**Run 1: sequential cells colored by netlist name**

Other sequential cells in the stronger gray, the rest of the logic in the fainter gray.
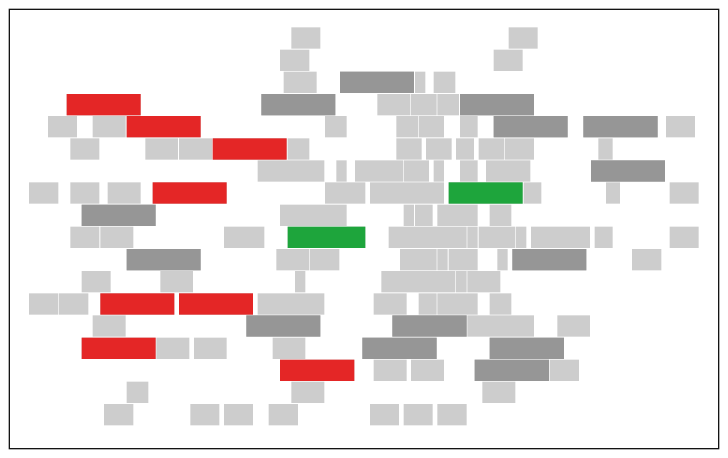
**Run 1: the metal 3 layer**

The bar under the picture is 20 µm long.
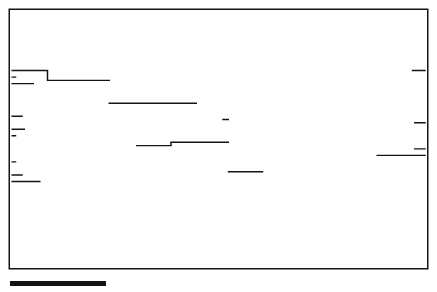
**Run 1: track usage over the die**

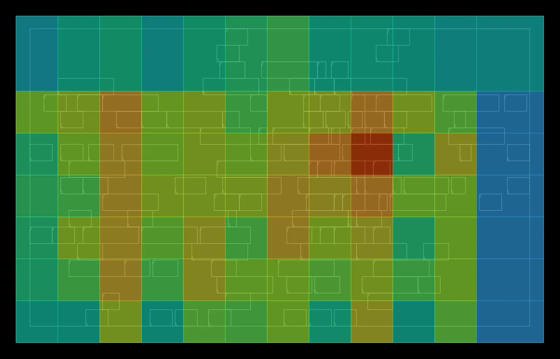
**Run 1: signal wires on met2**

Cells faint in the background.
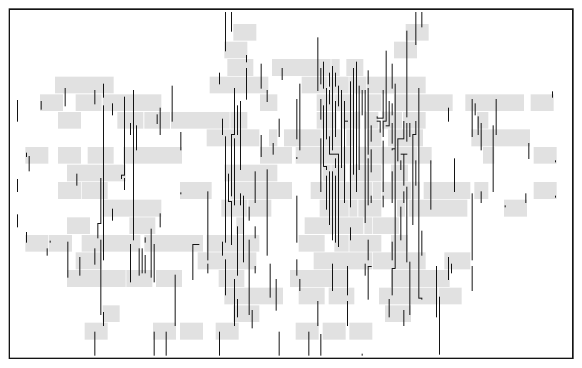
$ cat src/rtl/seq_magnitude_comparator_if.sv
// Handshake/operand bundle for seq_magnitude_comparator.
//   start        : request, accepted on a rising edge while busy is low
//   a, b         : WIDTH-bit operands, sampled on the accepting edge
//   signed_mode  : 1 = two's-complement compare, sampled with the operands
//   busy         : comparison in progress
//   done         : one-cycle pulse, g/e/l valid
//   g, e, l      : A > B, A == B, A < B (held until the next result or reset)
// master drives the request side; slave is the comparator.
interface seq_magnitude_comparator_if #(
  parameter int WIDTH = 8
);
  logic             start;
  logic [WIDTH-1:0] a;
  logic [WIDTH-1:0] b;
  logic             signed_mode;
  logic             busy;
  logic             done;
  logic             g;
  logic             e;
  logic             l;

  modport master (
    output start, a, b, signed_mode,
    input  busy, done, g, e, l
  );

  modport slave (
    input  start, a, b, signed_mode,
    output busy, done, g, e, l
  );
endinterface

$ cat src/rtl/seq_magnitude_comparator.sv
// Multi-cycle magnitude comparator. Walks the captured operands DIGIT bits
// per clock from the MSB down and stops at the first differing digit, so a
// wide compare never sits in one combinational path.
// Ports:
//   clk    : rising-edge clock
//   rst_n  : asynchronous active-low reset
//   bus    : seq_magnitude_comparator_if.slave (start/a/b/signed_mode in,
//            busy/done/g/e/l out)
module seq_magnitude_comparator #(
  parameter int WIDTH = 8,
  parameter int DIGIT = 2
) (
  input logic                          clk,
  input logic                          rst_n,
  seq_magnitude_comparator_if.slave    bus
);

  localparam int N  = WIDTH / DIGIT;
  localparam int CW = (N > 1) ? $clog2(N) : 1;

  typedef enum logic {IDLE, RUN} state_t;

  state_t                    state_q, state_d;
  // Operands stored as a digit array so the current digit is a plain index.
  logic [N-1:0][DIGIT-1:0]   a_q, a_d;
  logic [N-1:0][DIGIT-1:0]   b_q, b_d;
  logic                      sm_q, sm_d;
  logic [CW-1:0]             cnt_q, cnt_d;
  logic                      done_q, done_d;
  logic                      g_q, g_d;
  logic                      e_q, e_d;
  logic                      l_q, l_d;

  logic [DIGIT-1:0]          dig_a, dig_b;
  logic                      sign_split;

  assign dig_a = a_q[cnt_q];
  assign dig_b = b_q[cnt_q];

  // Differing sign bits settle a signed compare on the top digit; with equal
  // sign bits the unsigned digit walk already gives two's-complement order.
  assign sign_split = sm_q && (cnt_q == CW'(N - 1)) &&
                      (a_q[N-1][DIGIT-1] != b_q[N-1][DIGIT-1]);

  always_comb begin
    state_d = state_q;
    a_d     = a_q;
    b_d     = b_q;
    sm_d    = sm_q;
    cnt_d   = cnt_q;
    done_d  = 1'b0;
    g_d     = g_q;
    e_d     = e_q;
    l_d     = l_q;

    case (state_q)
      IDLE: begin
        if (bus.start) begin
          a_d     = bus.a;
          b_d     = bus.b;
          sm_d    = bus.signed_mode;
          cnt_d   = CW'(N - 1);
          state_d = RUN;
        end
      end

      RUN: begin
        if (sign_split) begin
          // Operand carrying the set sign bit is the negative one.
          g_d     = b_q[N-1][DIGIT-1];
          e_d     = 1'b0;
          l_d     = a_q[N-1][DIGIT-1];
          done_d  = 1'b1;
          state_d = IDLE;
        end else if (dig_a != dig_b) begin
          g_d     = (dig_a > dig_b);
          e_d     = 1'b0;
          l_d     = (dig_a < dig_b);
          done_d  = 1'b1;
          state_d = IDLE;
        end else if (cnt_q != '0) begin
          cnt_d   = cnt_q - CW'(1);
        end else begin
          g_d     = 1'b0;
          e_d     = 1'b1;
          l_d     = 1'b0;
          done_d  = 1'b1;
          state_d = IDLE;
        end
      end

      default: state_d = IDLE;
    endcase
  end

  always_ff @(posedge clk or negedge rst_n) begin
    if (!rst_n) begin
      state_q <= IDLE;
      a_q     <= '0;
      b_q     <= '0;
      sm_q    <= 1'b0;
      cnt_q   <= '0;
      done_q  <= 1'b0;
      g_q     <= 1'b0;
      e_q     <= 1'b0;
      l_q     <= 1'b0;
    end else begin
      state_q <= state_d;
      a_q     <= a_d;
      b_q     <= b_d;
      sm_q    <= sm_d;
      cnt_q   <= cnt_d;
      done_q  <= done_d;
      g_q     <= g_d;
      e_q     <= e_d;
      l_q     <= l_d;
    end
  end

  // busy is exactly "in RUN", so reset drops it without an extra register.
  assign bus.busy = (state_q == RUN);
  assign bus.done = done_q;
  assign bus.g    = g_q;
  assign bus.e    = e_q;
  assign bus.l    = l_q;

endmodule

$ cat src/flat_wrapper.sv
// flat-port wrapper written by rule: the top's interface ports become plain ports
module seq_magnitude_comparator_flat 
#(
  parameter int WIDTH = 8,
  parameter int DIGIT = 2
)
  (clk, rst_n, bus_start, bus_a, bus_b, bus_signed_mode, bus_busy, bus_done, bus_g, bus_e, bus_l);
  seq_magnitude_comparator_if #(.WIDTH(WIDTH)) bus_i ();
  input logic clk;
  input logic rst_n;
  input wire logic [$bits(bus_i.start)-1:0] bus_start;
  input wire logic [$bits(bus_i.a)-1:0] bus_a;
  input wire logic [$bits(bus_i.b)-1:0] bus_b;
  input wire logic [$bits(bus_i.signed_mode)-1:0] bus_signed_mode;
  output wire logic [$bits(bus_i.busy)-1:0] bus_busy;
  output wire logic [$bits(bus_i.done)-1:0] bus_done;
  output wire logic [$bits(bus_i.g)-1:0] bus_g;
  output wire logic [$bits(bus_i.e)-1:0] bus_e;
  output wire logic [$bits(bus_i.l)-1:0] bus_l;
  assign bus_i.start = bus_start;
  assign bus_i.a = bus_a;
  assign bus_i.b = bus_b;
  assign bus_i.signed_mode = bus_signed_mode;
  assign bus_busy = bus_i.busy;
  assign bus_done = bus_i.done;
  assign bus_g = bus_i.g;
  assign bus_e = bus_i.e;
  assign bus_l = bus_i.l;
  seq_magnitude_comparator #(.WIDTH(WIDTH), .DIGIT(DIGIT)) u_core (.clk(clk), .rst_n(rst_n), .bus(bus_i));
endmodule
$ cat config.mk
export PLATFORM = sky130hd
export DESIGN_NAME = seq_magnitude_comparator_flat
export DESIGN_NICKNAME = d
export VERILOG_FILES = /design/src/rtl/seq_magnitude_comparator_if.sv /design/src/rtl/seq_magnitude_comparator.sv /design/src/flat_wrapper.sv
export SDC_FILE = /design/constraint.sdc
export NUM_CORES = 1
export LEC_CHECK = 0
export CAP_MARGIN = 20
export CORE_ASPECT_RATIO = 0.6
export CORE_MARGIN = 2
export CORE_UTILIZATION = 29
export DETAILED_ROUTE_END_ITERATION = 16
export PLACE_DENSITY_LB_ADDON = 0.15
export SLEW_MARGIN = 20
export SYNTH_ARGS = -nofsm -noshare
export SYNTH_HDL_FRONTEND = slang
export SYNTH_SLANG_ARGS = --single-unit
$ cat constraint.sdc
create_clock -name clk -period 2.4 [get_ports clk]
set_clock_uncertainty 0.2 [all_clocks]
set_input_delay 0.6 -clock clk [delete_from_list [all_inputs] [get_ports clk]]
set_output_delay 0.6 -clock clk [all_outputs]
set_load 0.02 [all_outputs]
==> impl_metrics.csv, run 1 <==
group,metric,value,unit
sta,clock.fmax,0.428,GHz
global_routing,grt_antenna_before_repair,0,
sta,tightest_slew,0.319,ns
clock_tree,cts_buffer_depth,2,
global_routing,grt_overflow,0,
sta,rsz0062_at_grt,"yes",
clock_tree,clkTransAtPathRegs,0.08,ns
yosys,top_area_cell,"dfrtp_1",
run_status,status,"finished, final reports clean",
routing,ant_nets,0,
clock_tree,root_buffer,"clkbuf_8",
critical_path,worstPathArrival,2.35,ns
power_and_ir_drop,leakagePower,0.682,nW
floorplanning,core-area,4030,µm²
sta,finalHoldViolations,0,
routing,via_per_inst,4.79,
clock_tree,htree_levels,1,
clock_tree,cts_sinks,24,
place,io_buffers,24,
place,post-dp-hpwl,1710,µm
global_routing,grt_pass1_wl,4120,µm
clock_tree,worstSkewPairLatency,0.27,ns
critical_path,start_kind,"flop",
yosys,netlist_area,1200,µm²
yosys,yosys_area,1200,µm²
clock_tree,cts-buffers-inserted,3,
critical_path,crit_path_max_fanout,5,
floorplanning,fp_util,0.297,
yosys,yosys.area.top_type_share,0.502,
yosys,top_cells_by_count,"24 x dfrtp_1, 16 x mux2_2, 6 x inv_1",
hold_path,hold_path_class,"reg -> reg",
cells_and_area,drive_above_1_share,0.358,
yosys,syn_area_per_cell,14.1,µm²
sta,layout_min_cycle_time,2.34,ns
run,drv_cap,0,
clock_tree,cts_tree,"yes",
routing,wl_per_cell,14.0,µm
yosys,edf_count,0,
yosys,yosysWarnings,0,
cells_and_area,final_cells,170,
floorplanning,rows,18,
critical_path,path_class,"reg -> reg",
global_routing,grt_max_degree,25,
sta,setup_viol,0,
global_routing,grt_pass1_vias,879,
place,placed_cells,163,
critical_path,endpoint_kind,"flop",
critical_path,critPathRequiredTime,2.41,ns
sta,slew_viol_final,0,
yosys,ys_async_sr_fraction,1.00,
routing,first_iter_violations,32,
cells_and_area,seqCellArea,602,µm²
yosys,top_cell,"dfrtp_1",
run,warning_count,28,
sta,slew_headroom,0.787,
yosys,synthTopCellsByArea,"dfrtp_1 50%, mux2_2 15%, mux4_2 5.6%",
cells_and_area,layout-area-overhead-vs-synth,38.8,%
routing,firstDrtPassIters,4,
cells_and_area,antenna_cells,0,
yosys,ys_cells,85,
routing,drc,0,
place,routabilityCongestion,0.678,
cells_and_area,num-nets-final,145,
yosys,ff_type,"dfrtp_1",
cells_and_area,fill_cells,378,
floorplanning,die_area,4680,µm²
floorplanning,io_pins,25,
sta,finalCritPeriodShare,0.975,
yosys,syn_nets,109,
yosys,ys_seq_frac,0.502,
yosys,ys_ff,24,
floorplanning,die_w,87.0,µm
power_and_ir_drop,max-vdd-ir-drop,0.000336,V
yosys,synth_cell_type_count,28,
Back to the opening pictures, 'sequential cells colored by netlist name':
signal	color	flops
`u_core.b_q`	red	8
`u_core.cnt_q`	green	2
Seq. pwr: 0.000716 W
Seq/total area: 0.362

Back to the opening pictures, 'the metal 3 layer':
share of all routed wire	4.4%
longest straight run	18.2 µm
wire length on this layer	104 µm
nets with wire on the layer	14
WL final: 2390 µm
GR Util met3: 0.0414
Vias: 814

Back to the opening pictures, 'track usage over the die':
met2 Track Usage GR: 0.188
GR Util met1: 0.158
GRT Total Usage: 0.118
grt peak-use layer: met2

Back to the opening pictures, 'signal wires on met2':
nets with wire on the layer	125
share of all routed wire	43%
longest straight run	32.5 µm
wire length on this layer	1040 µm
main direction	vertical

==> run 1: path summary, 6_finish.rpt <==
kind	startpoint	endpoint	slack (ns)	cells after the start
setup reg to reg	u_core.cnt_q[0]	u_core.bus.busy	0.06	6
min in group asynchronous	rst_n	u_core.b_q[4]	0.49	2
hold / removal	u_core.a_q[1]	u_core.a_q[1]	0.30	1
hold reg to reg	u_core.a_q[1]	u_core.a_q[1]	0.30	1
max in group asynchronous	rst_n	u_core.cnt_q[0]	1.25	2
setup / recovery	u_core.cnt_q[0]	u_core.bus.busy	0.06	6
==> run 1: through the flow <==
stage / util / worst slack [ns] / setup TNS (ns) / hold slack [ns] / area, µm²
6_report: 0.412 / 0.0610 / 0 / 0.303 / 1660
5_1_grt: 0.412 / -0.0759 / -0.166 / 0.339 / 1660
4_1_cts: 0.397 / 0.000885 / 0 / 0.310 / 1600
3_5_place_dp: 0.380 / -0.00324 / -0.00324 / 0.289 / 1530
3_3_place_gp: 0.380 / 0.0626 / 0 / 0.281 / 1530
2_1_floorplan: - / 0.0667 / 0 / 0.104 / 1200
==> run 1: layer usage <==
metal	routed length, µm	GRT usage
met5	0	0
met4	15	0.0234
met3	104	0.0414
met2	1040	0.188
met1	1230	0.158
==> run 1: repair_timing <==
action	4_1_cts	5_1_grt
gates resized	2	9
pin swaps	1	4
setup buffers	0	3
setup endpoints to repair	3	4
hold buffers	0	0
==> run 1: where the power goes <==
group	switching, W	internal (W)	total [W]
Clock	0.000130	0.000147	0.000276
Sequential	0.000132	0.000585	0.000716
Combinational	0.000537	0.000686	0.00122
==> run 1: cell usage in the layout (no fill, tap or decap), types with 2 or more instances in the layout <==
cell,n
a21oi_1,2
a31oi_1,2
buf_4,6
buf_6,3
clkbuf_8,4
clkdlybuf4s50_1,24
dfrtp_1,23
ha_1,2
ha_4,2
inv_1,4
inv_2,2
mux2_2,16
mux2i_1,2
mux4_2,4
nand2_1,2
nand4b_1,2
nor2_1,2
nor2b_1,2
==> run 1: registers in the layout (all words and copies together), names as in the netlist <==
| name | flops |
|---|---|
| u_core.sm_q | 1 |
| u_core.bus.e | 1 |
| u_core.cnt_q | 2 |
| u_core.bus.g | 1 |
| u_core.b_q | 8 |
| u_core.bus.l | 1 |
| u_core.bus.done | 1 |
| u_core.bus.busy | 1 |
| u_core.a_q | 8 |
==> run 1: critical path, cell delays in order, from the launching register on <==
cell and delay, ns:
dfrtp_2 0.44, mux4_2 0.56, ha_4 0.29, nand3b_1 0.16, a311oi_4 0.39, buf_4 0.16, or2_1 0.08
==> run 1: kinds of logic (layout without fill, tap and decap cells) <==
family / count (synthesis) / after routing / share of synthesized area
compound gates: 11 / 11 / 0.0752
xor+xnor: 2 / 2 / 0.0209
fa+ha+maj: 4 / 4 / 0.0418
buf+inv: 9 / 44 / 0.0460
flops: 24 / 24 / 0.502
mux: 23 / 23 / 0.255
simple gates: 12 / 12 / 0.0596
==> run 1: cell type report <==
cell class                 count  share of cell area
clock buffer                   4              0.0331
inverter                       6              0.0136
multi-input combinational     52               0.349
sequential                    24               0.362
tap                           50              0.0377
timing repair buffer          34               0.204
**Run 1: gate families picked out**

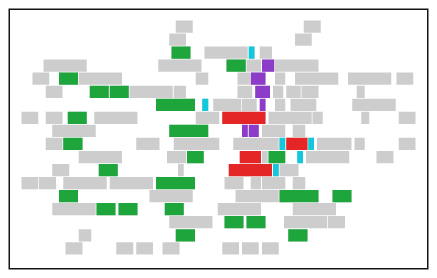

--- run 2 (diff from run 1) ---
Settings changed: ABC_CLOCK_PERIOD_IN_PS from default to 2550.
Clock period 2.4 ns to 2.55 ns, I/O delays scaled along.
**Run 2: gate families picked out**

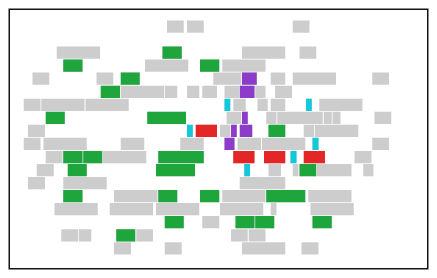
family	color	cells
inverters	cyan	6
adder and majority cells	red	4
multiplexers	green	23
NAND gates	purple	6
Commonest Layout Cell: clkdlybuf4s50_1
Finished Layout Cells: 164
Comb/total area: 0.352

**Run 2: signal wires on met2**

Cells faint in the background.
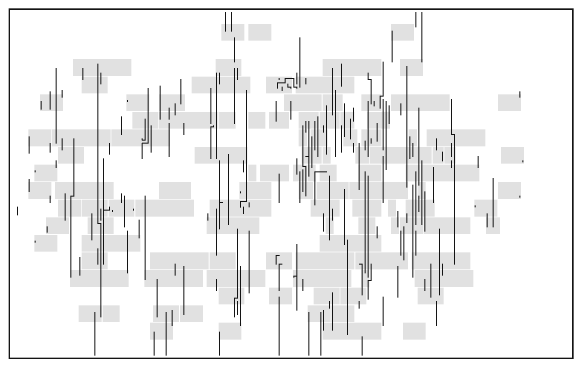
nets with wire on the layer	121
longest straight run	24.7 µm
main direction	vertical
wire length on this layer	888 µm
share of all routed wire	41%
WL final: 2150 µm
Vias: 776
met2 Track Usage GR: 0.164

**Run 2: the metal 3 layer**

The bar under the picture is 20 µm long.
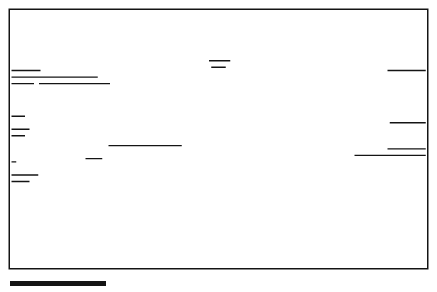
nets with wire on the layer	16
longest straight run	17.7 µm

==> impl_metrics.csv, run 2 <==
group,metric,value,unit
cells_and_area,num-nets-final,140,
yosys,syn_inst,85,
routing,first_iter_violations,46,
yosys,syn_area_per_cell,14.1,µm²
yosys,top_cell,"dfrtp_1",
global_routing,grt_antenna_before_repair,0,
hold_path,hold_path_class,"reg -> reg",
clock_tree,cts-buffers-inserted,3,
place,placement.cell_area,1520,µm²
floorplanning,core-area,4030,µm²
place,io_buffers,24,
clock_tree,cts_sinks,24,
yosys,ys_ff,24,
clock_tree,cts_tree,"yes",
power_and_ir_drop,leakagePower,0.652,nW
place,placed_cells,161,
sta,finalCritPeriodShare,0.931,
floorplanning,die_w,87.0,µm
yosys,netlist_area,1200,µm²
floorplanning,rows,18,
floorplanning,fp_util,0.297,
cells_and_area,layout-area-overhead-vs-synth,31.2,%
routing,drc,0,
sta,finalHoldViolations,0,
clock_tree,postCtsSetupBuffers,0,
critical_path,critPathRequiredTime,2.53,ns
sta,setup_viol,0,
clock_tree,clkTransAtPathRegs,0.08,ns
sta,clock.fmax,0.421,GHz
critical_path,start_kind,"flop",
yosys,yosys_area,1200,µm²
yosys,yosys.area.top_type_share,0.502,
clock_tree,htree_levels,1,
critical_path,r2r_cells,5,
global_routing,grt_max_degree,25,
yosys,ys_cells,85,
critical_path,regToRegSetupSlack,0.18,ns
power_and_ir_drop,power_density,1150,nW/µm²
yosys,top_cells_by_count,"24 x dfrtp_1, 16 x mux2_2, 6 x inv_1",
critical_path,crit_path_max_fanout,4,
yosys,ys_async_sr_fraction,1.00,
power_and_ir_drop,switching_power,0.000644,W
global_routing,grt_pass1_vias,758,
sta,fin_setup_tns,0,ns
critical_path,endpoint_kind,"flop",
power_and_ir_drop,p_comb_frac,0.512,
hold_path,hold_path_depth,1,
place,routabilityCongestion,0.724,
place,post-dp-hpwl,1690,µm
critical_path,path_class,"reg -> reg",
hold_path,holdPathEnd,"u_core.a_q[1]",
routing,via_per_inst,4.73,
hold_path,worstHoldStart,"u_core.a_q[1]",
power_and_ir_drop,clkPwrFrac,0.118,
routing,ant_nets,0,
cells_and_area,drive_above_1_share,0.272,
clock_tree,worstSkewPairLatency,0.26,ns
run,drv_cap,0,
sta,slew_viol_final,0,
power_and_ir_drop,p_total,0.00181,W
clock_tree,cts_buffer_depth,2,
run_status,status,"finished, final reports clean",
global_routing,grt_overflow,0,
global_routing,grt_pass1_wl,3780,µm
yosys,ys_seq_frac,0.502,
floorplanning,io_pins,25,
yosys,syn_nets,109,
floorplanning,die_h,53.8,µm
floorplanning,die_area,4680,µm²
critical_path,worstPathArrival,2.35,ns
cells_and_area,antenna_cells,0,
power_and_ir_drop,power_frac_seq,0.370,
sta,slew_headroom,0.799,
yosys,synthTopCellsByArea,"dfrtp_1 50%, mux2_2 15%, mux4_2 5.6%",
sta,layout_min_cycle_time,2.37,ns
yosys,top_area_cell,"dfrtp_1",
routing,wl_per_cell,13.1,µm
run,warning_count,27,
power_and_ir_drop,switching_share,0.356,
cells_and_area,postLayoutCellArea,1570,µm²
sta,rsz0062_at_grt,"no",
yosys,synth_cell_type_count,28,
cells_and_area,biggestRegsByFlops,"u_core.a_q x8, u_core.b_q x8, u_core.cnt_q x2",
global_routing,grt_usage,0.109,
critical_path,r2r_end,"u_core.cnt_q[0]",
cells_and_area,layout_top_cells,"24 x clkdlybuf4s50_1, 23 x dfrtp_1, 16 x mux2_2, 6 x inv_1",
power_and_ir_drop,max-vdd-ir-drop,0.000375,V
sta,tightest_slew,0.302,ns
power_and_ir_drop,p_int,0.00116,W
routing,firstDrtPassIters,4,
yosys,ff_type,"dfrtp_1",
yosys,edf_count,0,
clock_tree,root_buffer,"clkbuf_8",
yosys,yosysWarnings,0,
critical_path,r2r-start,"u_core.cnt_q[0]",
run 2: power groups by stage:
stage | Sequential [W] | Clock [W] | Combinational, W
after CTS | 0.000669 | 0.000227 | 0.000911
after global routing | 0.000697 | 0.000244 | 0.00103
final | 0.000669 | 0.000213 | 0.000926
after floorplan | 0.000690 | 0 | 0.000625
after global placement | 0.000676 | 0 | 0.000894
after detailed placement | 0.000678 | 0 | 0.000910
run 2: how the worst max path moves through the flow:
stage	startpoint	end	slack (ns)	cells after the start
2_1_floorplan	u_core.cnt_q[0]	u_core.cnt_q[0]	0.22	6
3_3_place_gp	u_core.cnt_q[0]	u_core.cnt_q[0]	0.12	5
3_5_place_dp	u_core.cnt_q[0]	u_core.cnt_q[0]	0.09	5
4_1_cts	u_core.cnt_q[0]	u_core.cnt_q[0]	0.05	5
5_1_grt	u_core.cnt_q[0]	u_core.cnt_q[0]	0.01	5
6_report	u_core.cnt_q[0]	u_core.cnt_q[0]	0.18	5
run 2: area by class of cell:
class | count | area [µm²]
fillers | 394 | 2460
inverters | 6 | 22.5
clock buffers | 3 | 41.3
well taps | 50 | 62.6
flip-flops and latches | 24 | 602
multi-input cells | 52 | 553
repair buffers | 29 | 290
run 2: cells by family after synthesis:
logic type | after synthesis | synth area share
AOI/OAI and AO/OA | 11 | 0.0752
xor gates and xnor gates | 2 | 0.0209
adders and majority gates | 4 | 0.0418
buffers and inverters | 9 | 0.0460
DFF | 24 | 0.502
muxes | 23 | 0.255
and+or+nand+nor | 12 | 0.0596
run 2: repair_timing:
item                                   in CTS  in global routing
gates resized                               0                  2
hold buffers                                0                  0
setup endpoints to repair                   0                  2
endpoints found under the hold margin       0                  0
run 2: worst max-delay path: stages (launching register included):
cell	delay, ns
dfrtp_2	0.42
mux4_1	0.57
ha_1	0.34
nand3b_1	0.20
a311oi_4	0.33
mux2i_1	0.23
run 2: metal layers:
metal / track usage / routed length [µm]
met1: 0.152 / 1130
met2: 0.164 / 888
met3: 0.0414 / 122
met4: 0.0156 / 12
met5: 0 / 0
run 2: through the flow:
stage,hold WS [ns],utilization,setup slack [ns]
after floorplan,0.142,-,0.217
after global placement,0.278,0.376,0.124
after detailed placement,0.281,0.376,0.0850
after CTS,0.300,0.387,0.0461
after global routing,0.318,0.390,0.0116
final,0.292,0.390,0.176
Power is estimated from default activity; no workload was simulated.
